## config.mk

```make
export PLATFORM = sky130hd
export DESIGN_NAME = acmp_frame_parser
export DESIGN_NICKNAME = d
export VERILOG_FILES = /design/src/rtl/acmp_frame_parser.sv
export SDC_FILE = /design/constraint.sdc
export NUM_CORES = 1
export LEC_CHECK = 0
export CAP_MARGIN = 5
export CORE_ASPECT_RATIO = 0.9
export CORE_MARGIN = 1.5
export CORE_UTILIZATION = 25
export DETAILED_ROUTE_END_ITERATION = 12
export DONT_BUFFER_PORTS = 1
export GPL_TIMING_DRIVEN = 0
export PLACE_DENSITY_LB_ADDON = 0.15
export SYNTH_ARGS = -nofsm -noshare
export SYNTH_HDL_FRONTEND = slang
export SYNTH_SLANG_ARGS = --single-unit
```

## constraint.sdc

```tcl
create_clock -name CLK -period 10.9 [get_ports CLK]
set_input_delay 1.635 -clock CLK [delete_from_list [all_inputs] [get_ports CLK]]
set_output_delay 1.635 -clock CLK [all_outputs]
set_load 0.05 [all_outputs]
```

## src/rtl/acmp_frame_parser.sv

```systemverilog
// Receive-side ACMP frame parser: hunts for the "ACMP" magic, validates the
// 32-byte header, commits its fields and forwards the payload with a last marker.
module acmp_frame_parser #(
  parameter int          BPP      = 2,
  parameter logic [7:0]  PAD_BYTE = 8'h20
) (
  input  logic        CLK,
  input  logic        RST,
  input  logic [7:0]  DIN,
  input  logic        DIN_VALID,
  output logic        DIN_READY,
  output logic [7:0]  PIX_DATA,
  output logic        PIX_VALID,
  input  logic        PIX_READY,
  output logic        PIX_LAST,
  output logic [15:0] PARAM_X,
  output logic [15:0] PARAM_Y,
  output logic [15:0] PARAM_ACTIVE_X,
  output logic [15:0] PARAM_ACTIVE_Y,
  output logic [15:0] PARAM_OFFSET_X,
  output logic [15:0] PARAM_OFFSET_Y,
  output logic [5:0]  GAIN,
  output logic [8:0]  OFFSET,
  output logic [31:0] INTEGRATION,
  output logic        HDR_VALID,
  output logic        FRAME_DONE,
  output logic        ERR_HDR,
  output logic [15:0] FRAME_COUNT,
  output logic [15:0] ERR_COUNT
);

  typedef enum logic [1:0] {HUNT, HDR, PAYLOAD} state_t;

  state_t      state, next_state;
  logic [1:0]  match_idx;
  logic [4:0]  pos;
  logic        reject;
  logic [33:0] remaining;
  logic [95:0] sh_geo;
  logic [5:0]  sh_gain;
  logic [8:0]  sh_off;
  logic [31:0] sh_int;

  logic        accept;
  logic        byte_bad;
  logic        hdr_bad;
  logic        magic_hit;
  logic [33:0] frame_len;

  function automatic logic [7:0] magic_byte(input logic [1:0] idx);
    case (idx)
      2'd0:    return 8'h41;
      2'd1:    return 8'h43;
      2'd2:    return 8'h4D;
      default: return 8'h50;
    endcase
  endfunction

  assign accept    = DIN_VALID & DIN_READY;
  assign magic_hit = (DIN == magic_byte(match_idx));
  assign PIX_DATA  = DIN;
  assign frame_len = 34'(sh_geo[47:32]) * 34'(sh_geo[63:48]) * 34'(BPP);
  assign hdr_bad   = reject | byte_bad;

  always_comb begin
    byte_bad = 1'b0;
    if (pos == 5'd16)      byte_bad = (DIN != 8'h00);
    else if (pos == 5'd17) byte_bad = (DIN[7:6] != 2'b00);
    else if (pos == 5'd19) byte_bad = (DIN[7:1] != 7'd0);
    else if (pos >= 5'd24) byte_bad = (DIN != PAD_BYTE);
  end

  // NOTE: every signal written here gets a default first so no latch is inferred.
  always_comb begin
    next_state = state;
    DIN_READY  = 1'b1;
    PIX_VALID  = 1'b0;
    PIX_LAST   = 1'b0;
    case (state)
      HUNT: begin
        if (accept && magic_hit && match_idx == 2'd3) next_state = HDR;
      end
      HDR: begin
        if (accept && pos == 5'd31)
          next_state = (hdr_bad || frame_len == 34'd0) ? HUNT : PAYLOAD;
      end
      PAYLOAD: begin
        DIN_READY = PIX_READY;
        PIX_VALID = DIN_VALID;
        PIX_LAST  = (remaining == 34'd1);
        if (accept && remaining == 34'd1) next_state = HUNT;
      end
      default: next_state = HUNT;
    endcase
  end

  // NOTE: sequential state uses non-blocking assignments only, so every
  // register samples pre-edge values regardless of statement order.
  always_ff @(posedge CLK) begin
    if (RST) state <= HUNT;
    else     state <= next_state;
  end

  always_ff @(posedge CLK) begin
    if (RST) begin
      match_idx      <= 2'd0;
      pos            <= 5'd0;
      reject         <= 1'b0;
      remaining      <= 34'd0;
      sh_geo         <= '0;
      sh_gain        <= '0;
      sh_off         <= '0;
      sh_int         <= '0;
      PARAM_X        <= '0;
      PARAM_Y        <= '0;
      PARAM_ACTIVE_X <= '0;
      PARAM_ACTIVE_Y <= '0;
      PARAM_OFFSET_X <= '0;
      PARAM_OFFSET_Y <= '0;
      GAIN           <= '0;
      OFFSET         <= '0;
      INTEGRATION    <= '0;
      HDR_VALID      <= 1'b0;
      FRAME_DONE     <= 1'b0;
      ERR_HDR        <= 1'b0;
      FRAME_COUNT    <= '0;
      ERR_COUNT      <= '0;
    end else begin
      HDR_VALID  <= 1'b0;
      FRAME_DONE <= 1'b0;
      ERR_HDR    <= 1'b0;
      case (state)
        HUNT: if (accept) begin
          if (magic_hit) begin
            if (match_idx == 2'd3) begin
              match_idx <= 2'd0;
              pos       <= 5'd4;
              reject    <= 1'b0;
            end else begin
              match_idx <= match_idx + 2'd1;
            end
          end else begin
            // A stray 'A' may itself start the next magic attempt.
            match_idx <= (DIN == 8'h41) ? 2'd1 : 2'd0;
          end
        end
        HDR: if (accept) begin
          pos    <= pos + 5'd1;
          reject <= hdr_bad;
          if (pos >= 5'd4 && pos <= 5'd15) sh_geo[{pos[3:0] - 4'd4, 3'b000} +: 8] <= DIN;
          if (pos == 5'd17) sh_gain     <= DIN[5:0];
          if (pos == 5'd18) sh_off[7:0] <= DIN;
          if (pos == 5'd19) sh_off[8]   <= DIN[0];
          if (pos >= 5'd20 && pos <= 5'd23) sh_int[{pos[1:0], 3'b000} +: 8] <= DIN;
          if (pos == 5'd31) begin
            if (hdr_bad) begin
              ERR_HDR <= 1'b1;
              if (ERR_COUNT != 16'hFFFF) ERR_COUNT <= ERR_COUNT + 16'd1;
            end else begin
              PARAM_X        <= sh_geo[15:0];
              PARAM_Y        <= sh_geo[31:16];
              PARAM_ACTIVE_X <= sh_geo[47:32];
              PARAM_ACTIVE_Y <= sh_geo[63:48];
              PARAM_OFFSET_X <= sh_geo[79:64];
              PARAM_OFFSET_Y <= sh_geo[95:80];
              GAIN           <= sh_gain;
              OFFSET         <= sh_off;
              INTEGRATION    <= sh_int;
              HDR_VALID      <= 1'b1;
              remaining      <= frame_len;
              if (frame_len == 34'd0) begin
                FRAME_DONE  <= 1'b1;
                FRAME_COUNT <= FRAME_COUNT + 16'd1;
              end
            end
          end
        end
        PAYLOAD: if (accept) begin
          remaining <= remaining - 34'd1;
          if (remaining == 34'd1) begin
            FRAME_DONE  <= 1'b1;
            FRAME_COUNT <= FRAME_COUNT + 16'd1;
          end
        end
        default: ;
      endcase
    end
  end

endmodule

```

==> flow_summary.ini, run 1 <==
; flow metrics
[clocking]
htree_levels = 2
holdBufCountCts = 0
clock_latency_ns = 0.61
cts_tree = built

[detailed_routing]
top_layer_used = met5
ant_nets = 0
route.met2.wl_microns = 36900
via_per_inst = 4.72
num_vias = 20200
drc = 0
dr_wl_met3_microns = 6000

[logic_synthesis]
netlist.area_leader.share_pct = 30.8
synthTopCellsByCount = nand2_1 (659), dfxtp_1 (365), a21oi_1 (333), inv_1 (216), fa_1 (194)
ys_top_cells_by_area = dfxtp_1 (31%), fa_1 (16%), nand2_1 (10%), a21oi_1 (7.0%), ha_1 (6.7%)
syn-cell-area_sq_mm = 0.0238
flop_cell = dfxtp_1
syn_avg_cell_area_sq_um = 8.08
yosysTopAreaCell = dfxtp_1
yosys_cells = 2941
yosys_warnings = 0

[power]
p_leak_nw = 9.69
seqPwrFrac_pct = 45.1
p_clk_share_pct = 52.6
power.density_mw_per_mm2 = 110
power_mw = 2.96

[critical_path]
start_kind = flop
crit_type = reg2reg
crit_cells = 23
rr_startpoint = sh_geo[32]
crit_family = adder cells
r2r_slack_ns = 1.54
worstPathArrival_ns = 9.78
critPathSlowestCell = clkbuf_1

[final_layout]
nets = 3321
layout.area.seq_sq_mm = 0.00731
fin_util_pct = 28.5
nNonClkInverters = 218
clkCellAreaFrac_pct = 5.61
drive_above_1_share_pct = 3.94
most-common-layout-cells = nand2_1 (659), dfxtp_1 (365), a21oi_1 (333)
clkbuf_count = 59
layout.cells.non_filler = 4273
syn_to_final_growth_pct = 13.0
num_antenna_cells = 1
biggestCellCategory = combinational gates

[place]
place.gp.congestion = 0.833

[status]
status = complete, no violations

[global_routing]
grt_max_degree = 14
met2_usage_pct = 26.2
grt_pass1_vias = 20000
grt.met1_usage_pct = 25.8

[floorplanning]
fp.dieW_microns = 328
io_pins = 201
fp.coreArea_sq_mm = 0.0944
fp_util_pct = 25.2

[final_timing]
fin_skew_ns = 0.0244
period_needed_ns = 9.36
relSlewSlack_pct = 17.0
fin_ws_ns = 1.54

[run]
max_cap_violations = 0
## run 1: sequential cells by signal, indices dropped and copies added, names as in the netlist, 32 cells and up
| name | count |
|---|---|
| remaining | 34 |
| sh_geo | 96 |
| sh_int | 32 |
| INTEGRATION | 32 |
## run 1: cell families (layout without fill, tap and decap cells)
group | Yosys count | count (layout) | synth area share (%)
adders and majority gates | 321 | 321 | 23.0
other | 0 | 1 | 0
and+or+nand+nor | 1213 | 1213 | 22.8
xor gates and xnor gates | 40 | 40 | 1.47
DFF | 365 | 365 | 30.8
buffers and inverters | 429 | 507 | 6.96
muxes | 47 | 47 | 2.00
AOI/OAI and AO/OA | 526 | 526 | 13.0
run_1/met2.png
Bar = 100 microns.
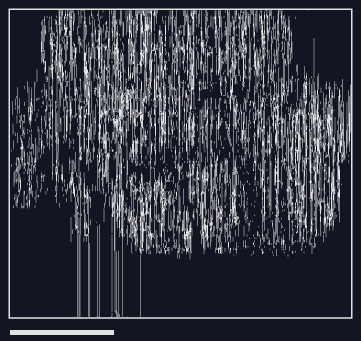
longest straight run: 122 microns
nets with wire on the layer: 2581

run_1/clock_map.png
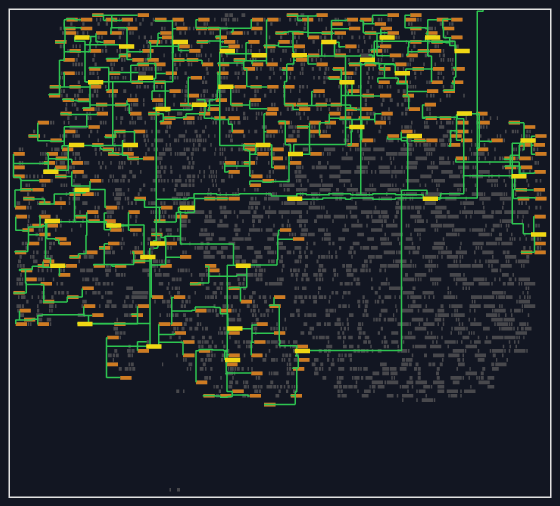
legend:
  green:
    item: clock wires
    length: 6100 microns
  orange:
    item: flip-flops
    count: 365
  yellow:
    item: cells driving clock nets
    count: 44
routed clock nets: 45

run_1/final_placement.png
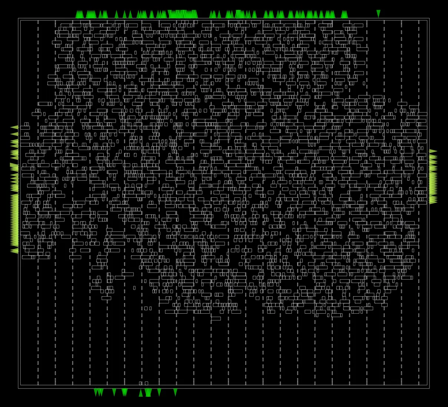
filler instances: 10300
Tap Cells: 1253
Std-Cell Rows: 107

==> run 2, diff against run 1 <==
--- a/config.mk
+++ b/config.mk
@@ -5,6 +5,7 @@
 export SDC_FILE = /design/constraint.sdc
 export NUM_CORES = 1
 export LEC_CHECK = 0
+export ABC_AREA = 1
 export CAP_MARGIN = 5
 export CORE_ASPECT_RATIO = 0.9
 export CORE_MARGIN = 1.5
@@ -12,7 +13,7 @@
 export DETAILED_ROUTE_END_ITERATION = 12
 export DONT_BUFFER_PORTS = 1
 export GPL_TIMING_DRIVEN = 0
-export PLACE_DENSITY_LB_ADDON = 0.15
+export PLACE_DENSITY = 0.4
 export SYNTH_ARGS = -nofsm -noshare
 export SYNTH_HDL_FRONTEND = slang
 export SYNTH_SLANG_ARGS = --single-unit
run_2/met2.png
Bar = 100 microns.
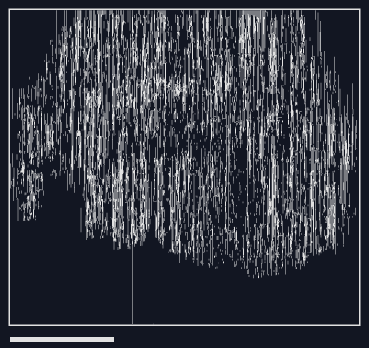
nets with wire on the layer: 2870
longest straight run: 174 microns

run_2/clock_map.png
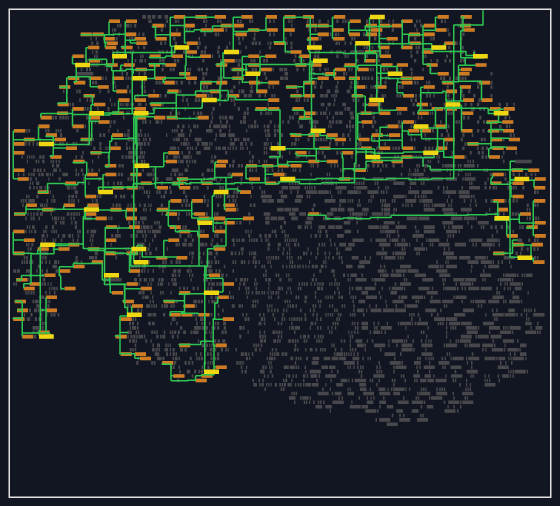
legend:
  orange:
    item: flip-flops
    count: 365
  green:
    item: clock wires
    length: 6040 microns
  yellow:
    item: cells driving clock nets
    count: 42
routed clock nets: 43

==> flow_summary.ini, run 2 <==
; flow metrics
[status]
status = complete, no violations

[final_layout]
drive_above_1_share_pct = 4.98
layout.cells.non_filler = 4845
layout.area.seq_sq_mm = 0.00731
fin_util_pct = 28.4
most-common-layout-cells = nand2_1 (765), inv_1 (548), dfxtp_1 (365)
syn_to_final_growth_pct = 12.3
fillCellCount = 11000
top_regs = sh_geo: 96 flops, remaining: 34 flops
largest_reg_flops = 96
regMostFlops = sh_geo
nets = 3815

[power]
internal_power_mw = 2.41
p_clk_share_pct = 41.0
pg_comb_mw = 0.706
pg_seq_mw = 1.41
seqPwrFrac_pct = 39.3
p_leak_nw = 11.7
power.density_mw_per_mm2 = 129

[global_routing]
grt_pass1_wl_microns = 140000
grt_busiest_layer = met1
grt.met1_usage_pct = 27.2
grt_pass1_vias = 21400
met2_usage_pct = 26.2
grt_max_degree = 13

[clocking]
holdBufCountCts = 0
post_cts.repair.setup_buffers = 0
ctsResizeCount = 0
cts-buffers-inserted = 42
clock_latency_ns = 0.60
htree_levels = 2
cts_tree = built

[critical_path]
r2r_slack_ns = 3.06
crit_type = reg2reg
crit_cells = 25
crit_family = adder cells
worstPathArrival_ns = 8.30
start_kind = flop
critPathSlowestCell = clkbuf_1
reg2reg_depth = 25
rr_startpoint = sh_geo[33]

[logic_synthesis]
netlist.area_leader.share_pct = 29.4
flop_cell = dfxtp_1
synth.distinct_cells = 52
syn_avg_cell_area_sq_um = 7.23
async_flop_share_pct = 0
synthTopCellsByCount = nand2_1 (765), inv_1 (548), dfxtp_1 (365), a21oi_1 (338), nor2_1 (276)
ys_top_cells_by_area = dfxtp_1 (29%), fa_1 (16%), nand2_1 (12%), inv_1 (8.3%), a21oi_1 (6.8%)
yosys_warnings = 0
yosysTopAreaCell = dfxtp_1
syn-cell-area_sq_mm = 0.0249
ys.flops = 365
yosys_cells = 3438

[place]
hpwl_microns = 74600
dp_slack_ns = 2.95
place.gp.congestion = 0.859

[detailed_routing]
top_layer_used = met5
via_per_inst = 4.51
route.met2.wl_microns = 37900
num_vias = 21800
drt_pass1_iterations = 5
ant_nets = 0
drc = 0
dr_wl_met3_microns = 8510

[final_timing]
final-hold-violation-count = 0
relSlewSlack_pct = 13.7
fin_skew_ns = 0.0301
period_needed_ns = 7.84
fin_ws_ns = 3.06

[worst_hold_path]
min_from = sh_geo[7]

[run]
max_cap_violations = 0

[floorplanning]
die_h_microns = 302
rows = 109
io_pins = 201
fp.coreArea_sq_mm = 0.0983
fp_util_pct = 25.3
fp.dieW_microns = 335
==> run 2: cell type report <==
cell class	instances	area share (%)
Tap cell	1332	5.97
Clock inverter	14	0.578
Clock buffer	59	4.39
Buffer	197	3.05
Inverter	565	7.61
Multi-Input combinational cell	2311	52.2
Sequential cell	365	26.2
Antenna cell	2	0.0179
==> run 2: cell families after synthesis <==
group / after synthesis / synth area share [%]
AND/OR/NAND/NOR: 1417 / 24.2
adder cells (fa/ha/maj): 321 / 22.0
flip-flops: 365 / 29.4
XOR/XNOR: 21 / 0.740
buffers and inverters: 762 / 12.0
AND-OR/OR-AND: 552 / 11.6
==> run 2: through the flow <==
step                      hold slack (ns)  total power [mW]
final                               0.454              3.59
after global routing                0.470              3.75
after CTS                           0.450              3.61
after detailed placement            0.441              2.13
after global placement              0.442              2.14
after floorplan                     0.424              1.91
==> run 3, diff against run 2 <==
--- a/config.mk
+++ b/config.mk
@@ -13,7 +13,7 @@
 export DETAILED_ROUTE_END_ITERATION = 12
 export DONT_BUFFER_PORTS = 1
 export GPL_TIMING_DRIVEN = 0
-export PLACE_DENSITY = 0.4
+export PLACE_DENSITY = 0.42
 export SYNTH_ARGS = -nofsm -noshare
 export SYNTH_HDL_FRONTEND = slang
 export SYNTH_SLANG_ARGS = --single-unit
==> constraint.sdc (replaced) <==
create_clock -name CLK -period 6.98 [get_ports CLK]
set_input_delay 1.047 -clock CLK [delete_from_list [all_inputs] [get_ports CLK]]
set_output_delay 1.047 -clock CLK [all_outputs]
set_load 0.05 [all_outputs]
run_3/met2.png
Bar = 100 microns.
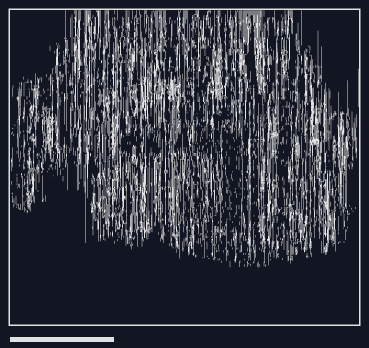
main direction: vertical
share of all routed wire: 40%

run_3/pdn.png
Pins as bars on the die edge. Tap cells in gray.
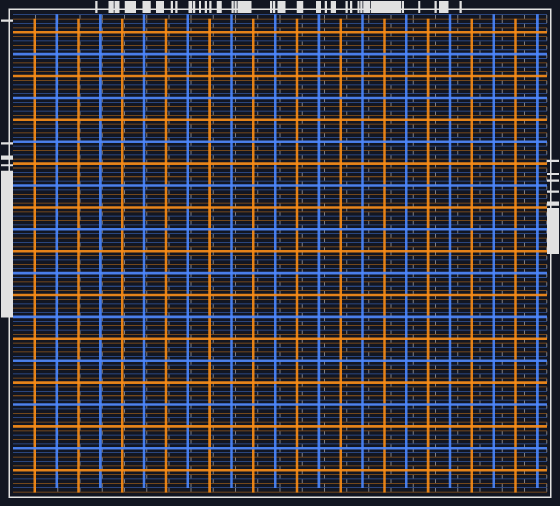
legend:
  orange:
    net: VSS
  blue:
    net: VDD
met1 rails: 110
signal pins: 201
met5 straps: 21
met4 straps: 24
rows: 109

==> flow_summary.ini, run 3 <==
; flow metrics
[status]
status = complete, no violations

[clocking]
post_cts.repair.setup_buffers = 0
htree_levels = 2
cts-buffers-inserted = 42
holdBufCountCts = 0
clock_latency_ns = 0.59
cts_tree = built

[place]
dp_slack_ns = -0.878
hpwl_microns = 73400

[detailed_routing]
ant_nets = 0
num_vias = 22000
drt_pass1_iterations = 5
drtIter0Drc = 1824
via_per_inst = 4.55
drc = 0

[final_layout]
drive_above_1_share_pct = 7.54
clkbuf_count = 56
n_all_buffers = 173
biggestCellCategory = combinational gates
num_antenna_cells = 0
nNonClkInverters = 565
layout.area.seq_sq_mm = 0.00741
layout.nonclk_buf_share_pct = 3.29
fin_util_pct = 28.7
fillCellCount = 10900
regMostFlops = sh_geo
nMultiInputCombCells = 2311
comb_area_share_pct = 51.9
largest_reg_flops = 96
seq_share_pct = 26.3
syn_to_final_growth_pct = 13.5
clkCellAreaFrac_pct = 5.14

[power]
seqPwrFrac_pct = 38.8
pg_comb_mw = 1.09
pg_seq_mw = 2.20
ir_worst_vdd_v = 0.000149
power_mw = 5.67
power.density_mw_per_mm2 = 201

[logic_synthesis]
flop_cell = dfxtp_1
ys.flops = 365
syn_avg_cell_area_sq_um = 7.23
yosys_warnings = 0
synthTopCellsByCount = nand2_1 (765), inv_1 (548), dfxtp_1 (365), a21oi_1 (338), nor2_1 (276)
async_flop_share_pct = 0
netlist.area_leader.share_pct = 29.4
yosysTopAreaCell = dfxtp_1
ys_top_cells_by_area = dfxtp_1 (29%), fa_1 (16%), nand2_1 (12%), inv_1 (8.3%), a21oi_1 (6.8%)
syn-cell-area_sq_mm = 0.0249
yosys_cells = 3438

[floorplanning]
die_h_microns = 302
chipArea_sq_mm = 0.101
fp_util_pct = 25.3
taps = 1332
fp.coreArea_sq_mm = 0.0983
rows = 109

[worst_hold_path]
min_from = sh_off[8]

[critical_path]
start_kind = flop
r2r_slack_ns = 0.39
crit_family = adder cells
critPathMaxStageDelay_ns = 0.56
crit_type = reg2reg
rr_startpoint = sh_geo[61]

[final_timing]
hold_slack_ns = 0.454
fin_skew_ns = 0.0197
relSlewSlack_pct = 11.2
final-hold-violation-count = 0

[global_routing]
grt_busiest_layer = met1
grt_pass1_wl_microns = 140000
grt_pass1_vias = 21400
grt_max_degree = 19
met2_usage_pct = 26.0

[run]
max_cap_violations = 0
==> run 3: routing by layer <==
layer / vias to the layer above / share of wire [%]
met5: - / 0
met1: 10400 / 50
met3: 83 / 8.4
met4: 0 / 1.3
met2: 584 / 40
li1: 10800 / -
==> run 3: worst paths after layout <==
| path | to | cells after the start |
|---|---|---|
| min reg2reg | sh_off[8] | 2 |
| min | sh_off[8] | 2 |
| max reg2reg | FRAME_COUNT[10] | 26 |
| max | FRAME_COUNT[10] | 26 |
==> run 3: cells by family (layout without fill, tap and decap cells) <==
group	count (synthesis)	count (layout)	share of synthesized area (%)
xor+xnor	21	21	0.740
simple gates	1417	1417	24.2
compound gates	552	552	11.6
flops	365	365	29.4
fa+ha+maj	321	321	22.0
buf+inv	762	814	12.0
Power is estimated from default activity; no workload was simulated.
